==> config.mk <==
export PLATFORM = sky130hd
export DESIGN_NAME = draw_scheduler
export DESIGN_NICKNAME = d
export VERILOG_FILES = /design/src/rtl/draw_scheduler_pkg.sv /design/src/rtl/fb_write_mux.sv /design/src/rtl/draw_scheduler.sv
export SDC_FILE = /design/constraint.sdc
export NUM_CORES = 1
export LEC_CHECK = 0
export CAP_MARGIN = 20
export CORE_MARGIN = 2
export CORE_UTILIZATION = 39
export CTS_CLUSTER_SIZE = 40
export DETAILED_ROUTE_END_ITERATION = 8
export PLACE_DENSITY = 0.92
export SLEW_MARGIN = 5
export SYNTH_ARGS = -nofsm -noshare
export SYNTH_HDL_FRONTEND = slang
export SYNTH_SLANG_ARGS = --single-unit
==> constraint.sdc <==
create_clock -name clk -period 2.45 [get_ports clk]
set_clock_uncertainty 0.1 [all_clocks]
set_input_delay 0.3675 -clock clk [delete_from_list [all_inputs] [get_ports clk]]
set_output_delay 0.3675 -clock clk [all_outputs]
set_load 0.1 [all_outputs]
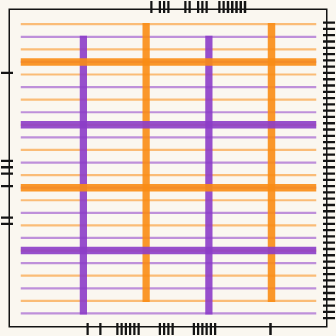
Fig. 1. Floorplan with the power grid (run 1).
Pins as bars on the die edge.
legend:
  purple:
    net: VSS
  orange:
    net: VDD
rows: 23
met4 straps: 4
signal pins: 90
met1 rails: 24
met5 straps: 4
die height: 68.4 microns
core area: 4000 sq um

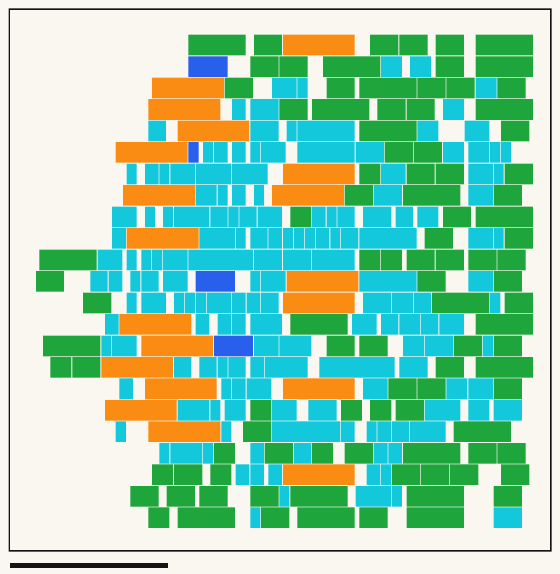
Fig. 2. Placed cells, one color a class (run 1).
Bar = 20 microns.
legend:
  orange:
    class: flops
    cells: 19
    share_of_their_area: 16%
  green:
    class: other buffers and delay cells
    cells: 98
    share_of_their_area: 41%
  blue:
    class: clock drivers and dummy loads
    cells: 4
    share_of_their_area: 1.6%
  cyan:
    class: combinational and other logic
    cells: 164
    share_of_their_area: 41%
Row Count: 23
Util after Layout: 0.740

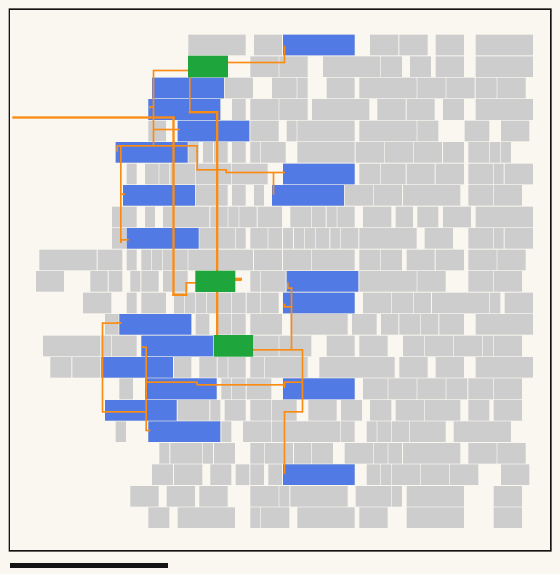
Fig. 3. Clock wires, drivers and flops (run 1).
Bar = 20 microns.
legend:
  orange:
    item: clock wires
    length: 254 microns
  green:
    item: clock drivers
    count: 3
  blue:
    item: flip-flops
    count: 19
routed clock nets: 4
clock network power share: 0.053
P_clk: 0.219 mW
clk latency late pin: 0.26 ns

==> results.toml, run 1 <==
# physical design summary
[synthesis]
async_flop_share = 1.00
simple_gate_share = 0.256
ys_chip_area_sq_um = 1620
synthMuxAreaShare = 0.0868
postSynthNetCount = 260
synthCells = 195
seq_area_frac_synth = 0.294
ys_cells = 195
top_logic_kind = "simple AND/OR/NAND/NOR gates"
synth-seq-cells = 19
top_cell = "nor2_1"
synthFlopType = "dfrtp_1"
compound_area_frac = 0.227
top_area_frac = 0.294
edf_count = 0
synthXorXnorAreaFrac = 0.0542
fa_ha_area_frac = 0.0155

[timing]
setup_viol = 1
worst_slew_pin_slew_ns = 0.531
worst_slack_ns = -0.00382
layout_min_cycle_time_ns = 2.45
report.final.slew_viol_count = 0
setup_tns_ns = -0.00382

[layout]
syn2layout_area_growth_pct = 83.3
final_cell_area_sq_um = 2960
antenna_cells = 0

[routing]
drc = 0
routed_wl_mm = 5.82
vias = 1902

[clock_network]
cts_buffer_depth = 2
ctsHtreeMaxLevel = 1
clk_pin_slew_worst_paths_ns = 0.07
cts_root_buf = "clkbuf_8"

[die]
dieArea_sq_um = 4670
fp_util = 0.404

[grt]
antenna_found_initial = 0
gr-total-overflow = 0
grt_pass1_wl_mm = 8.69
grt_pass1_vias = 1885

[run_status]
status = "complete, but fails checks"
violations = "negative setup slack"

[critical_path]
max_stage_delay_ns = 0.44
path_buffers = 3
cp.arrival_ns = 1.99
critPathRequiredTime_ns = 1.98

[place]
port_buffers = 89
pre_cts_ws_ns = 0.160
dp_cells = 329

[job]
drv_cap = 0
-- run 1: metrics by stage --
stage	util	power, mW
after floorplan	-	2.84
after global placement	0.722	3.80
after detailed placement	0.722	3.85
after CTS	0.737	4.10
after global routing	0.740	4.30
final	0.740	4.14
-- run 1: routing by layer --
layer	track usage	part of all wire	routed length, microns	up-vias
met5	0	0	0	-
met4	0.133	0.045	263	0
met3	0.0510	0.11	628	28
met2	0.470	0.50	2920	105
met1	0.262	0.35	2010	891
li1	-	-	-	878
-- run 1: final cells by class --
class	count	area [sq um]
clock buffers	4	45.0
multi-input cells	157	1170
fillers	257	1040
flip-flops and latches	19	475
inverters	7	26.3
well taps	50	62.6
repair buffers	98	1180
-- run 1: repair_timing --
| action | 4_1_cts | 5_1_grt |
|---|---|---|
| hold buffers | 0 | 0 |
| setup endpoints to repair | 1 | 2 |
| buffers inserted | 1 | 1 |
| pin swaps | 1 | 2 |
| cloned | 0 | 0 |
| gates resized | 1 | 1 |
-- run 1: layout by cell type (no fill, tap or decap), drive strengths merged --
cell type,n
clkdlybuf4s50,62
buf,36
nor2,31
dfrtp,19
a21oi,14
a22oi,13
nand2,12
o21ai,9
mux2i,8
nor3,8
nand3,8
o22ai,8
inv,7
xnor2,5
xor2,5
mux2,5
clkbuf,4
nand2b,3
nor2b,3
and2b,3
nor4,3
ha,2
nor4b,2
and3,2
or2b,1
and3b,1
a22o,1
o21ba,1
o221ai,1
nand4,1
or2,1
o32a,1
o2111ai,1
and2,1
o31ai,1
a211oi,1
or3,1
-- run 1: where the power goes --
part	switching, mW	internal, mW	leakage [nW]
sequential	0.0836	0.378	0.251
clock	0.104	0.116	0.0228
combinational	2.23	1.22	0.898
total	2.42	1.71	1.17
==> run 2: changes to the inputs <==
==> constraint.sdc (replaced) <==
create_clock -name clk -period 2.45 [get_ports clk]
set_clock_uncertainty 0.1 [all_clocks]
set_input_delay 0.3675 -clock clk [delete_from_list [all_inputs] [get_ports clk]]
set_output_delay 0.3675 -clock clk [all_outputs]
set_load 0.05 [all_outputs]
==> run 2 against run 1 <==
The run now ends clean. Maximum frequency is 3.7% higher. Sequential power rose by 6.1%. Die area unchanged. First-iteration DRC count is 45% higher. Via count fell by 1.9%. Sequential share of layout area rose by 0.83 points. Critical path depth is 1 lower. Power decreased by 23%. Combinational power is 29% lower. Setup slack better by 0.087 ns. Critical path type unchanged. Largest power group unchanged. Highest routed layer unchanged.
==> results.toml, run 2 <==
# physical design summary
[die]
fp_util = 0.404
dieArea_sq_um = 4670
die_w_microns = 68.4
die_h_microns = 68.4
rows = 23
io_pins = 90
placeableCoreArea_sq_um = 4000

[grt]
gr-total-overflow = 0
grt_pass1_wl_mm = 8.52
grt_pass1_vias = 1845
antenna_found_initial = 0

[place]
place_area_sq_um = 2750
hpwl_mm = 4.55
port_buffers = 89

[timing]
setup_viol = 0
report.final.slew_viol_count = 0
worst_slew_pin_slew_ns = 0.535
fin_crit_sh = 0.966
layout_min_cycle_time_ns = 2.37

[critical_path]
cp_max_fo = 6
cp.arrival_ns = 1.90
reg2regPathDepth = 6
crit_type = "reg -> out"
critPathRequiredTime_ns = 1.98

[clock_network]
cts_sinks = 19
clk_pin_slew_worst_paths_ns = 0.07
insertion_delay_ns = 0.26
ctsHtreeMaxLevel = 1
cts_buffer_depth = 2
ctsHoldBuffers = 0
cts_root_buf = "clkbuf_8"

[synthesis]
synth-seq-cells = 19
netlist_area_sq_um = 1620
synth_top_cell_by_area = "dfrtp_1"
synthFlopType = "dfrtp_1"
synthCells = 195
top_cell = "nor2_1"
synth.avg_cell_area_sq_um = 8.28
ys_cells = 195
postSynthNetCount = 260
synth_cell_types = 44
top_area_frac = 0.294
ys_chip_area_sq_um = 1620
area_leaders = "dfrtp_1 (29%), nor2_1 (7.2%), a22oi_1 (6.0%)"
edf_count = 0
seq_area_frac_synth = 0.294
async_flop_share = 1.00

[layout]
largest_register_ffs = 12
fill_cells = 280
mostFrequentLayoutCells = "clkdlybuf4s50_1 (66), nor2_1 (31), buf_12 (19)"
antenna_cells = 0
lay_top_count = "clkdlybuf4s50_1"
layout.area.comb_sq_um = 1060
syn2layout_area_growth_pct = 75.1
seq_area_sq_um = 478

[routing]
firstDrtPassIters = 4
drc = 0
drt_first_iter_violations = 128
via_per_inst = 5.52
ant_nets = 0

[pwr]
pwr_density_cell_nw_per_um2 = 1120
power_mw = 3.17
leakage_nw = 1.14
vdd_drop_max_v = 0.000557

[run_status]
status = "finished clean"

[job]
drv_cap = 0
run 2: area by class of cell:
| class | count | area share |
|---|---|---|
| flip-flops and latches | 19 | 0.169 |
| clock buffers | 4 | 0.0159 |
| well taps | 50 | 0.0221 |
| multi-input cells | 157 | 0.373 |
| inverters | 7 | 0.00929 |
| repair buffers | 101 | 0.410 |
run 2: logic make-up after synthesis:
family | Yosys count | synth area share
mux | 13 | 0.0868
flops | 19 | 0.294
xor+xnor | 10 | 0.0542
buf+inv | 19 | 0.0658
fa+ha+maj | 2 | 0.0155
compound gates | 51 | 0.227
simple gates | 81 | 0.256
run 2: repair_timing:
item / CTS / global route
setup buffers: 2 / 1
pin swaps: 1 / 1
endpoints found under the setup margin: 1 / 5
gates resized: 0 / 3
run 2: critical path, stage by stage (launching register included):
cell     delay (ns)
dfrtp_1        0.44
inv_1          0.08
ha_1           0.13
nor4b_2        0.22
nand3_1        0.22
nor4b_2        0.37
buf_12         0.18
run 2: power by group:
part           switching, mW  internal, mW
Sequential             0.109         0.381
Clock                  0.104         0.116
Combinational           1.40          1.06
run 2: metrics by stage:
step / std cells / TNS (ns) / setup WS (ns)
after floorplan: 195 / -0.0253 / -0.0253
after global placement: 331 / 0 / 0.277
after detailed placement: 331 / 0 / 0.170
after CTS: 337 / 0 / 0.0223
after global routing: 338 / -0.0623 / -0.0321
final: 338 / 0 / 0.0831
run 2: layer usage:
metal | global-route usage | vias to the layer above | part of all wire
li1 | - | 882 | -
met1 | 0.262 | 887 | 0.38
met2 | 0.472 | 86 | 0.51
met3 | 0.0510 | 11 | 0.090
met4 | 0.0825 | 0 | 0.018
met5 | 0 | - | 0
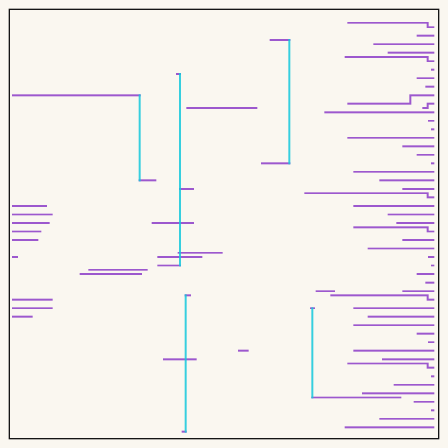
Fig. 4. Wiring by layer (run 2).
Two of the layers only.
legend:
  purple:
    layer: metal 3
    wire_length: 505 microns
  cyan:
    layer: metal 4
    wire_length: 100 microns
all-layer global routing usage: 0.245
final WL: 5.62 mm
vias: 1866
WL/cell: 16.6 microns

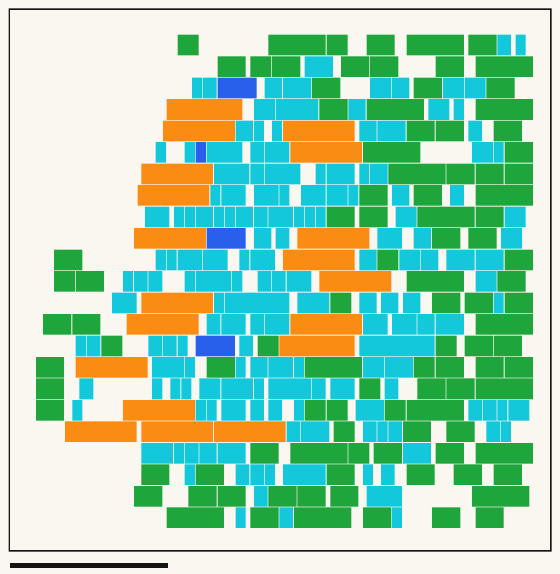
Fig. 5. Placed cells, one color a class (run 2).
Bar = 20 microns.
legend:
  green:
    class: other buffers and delay cells
    cells: 101
    share_of_their_area: 42%
  orange:
    class: flops
    cells: 19
    share_of_their_area: 17%
  cyan:
    class: combinational and other logic
    cells: 164
    share_of_their_area: 39%
  blue:
    class: clock drivers and dummy loads
    cells: 4
    share_of_their_area: 1.6%
fin area: 2830 sq um
Util after Layout: 0.707
Seq area share: 0.169

Power is estimated from default activity; no workload was simulated.
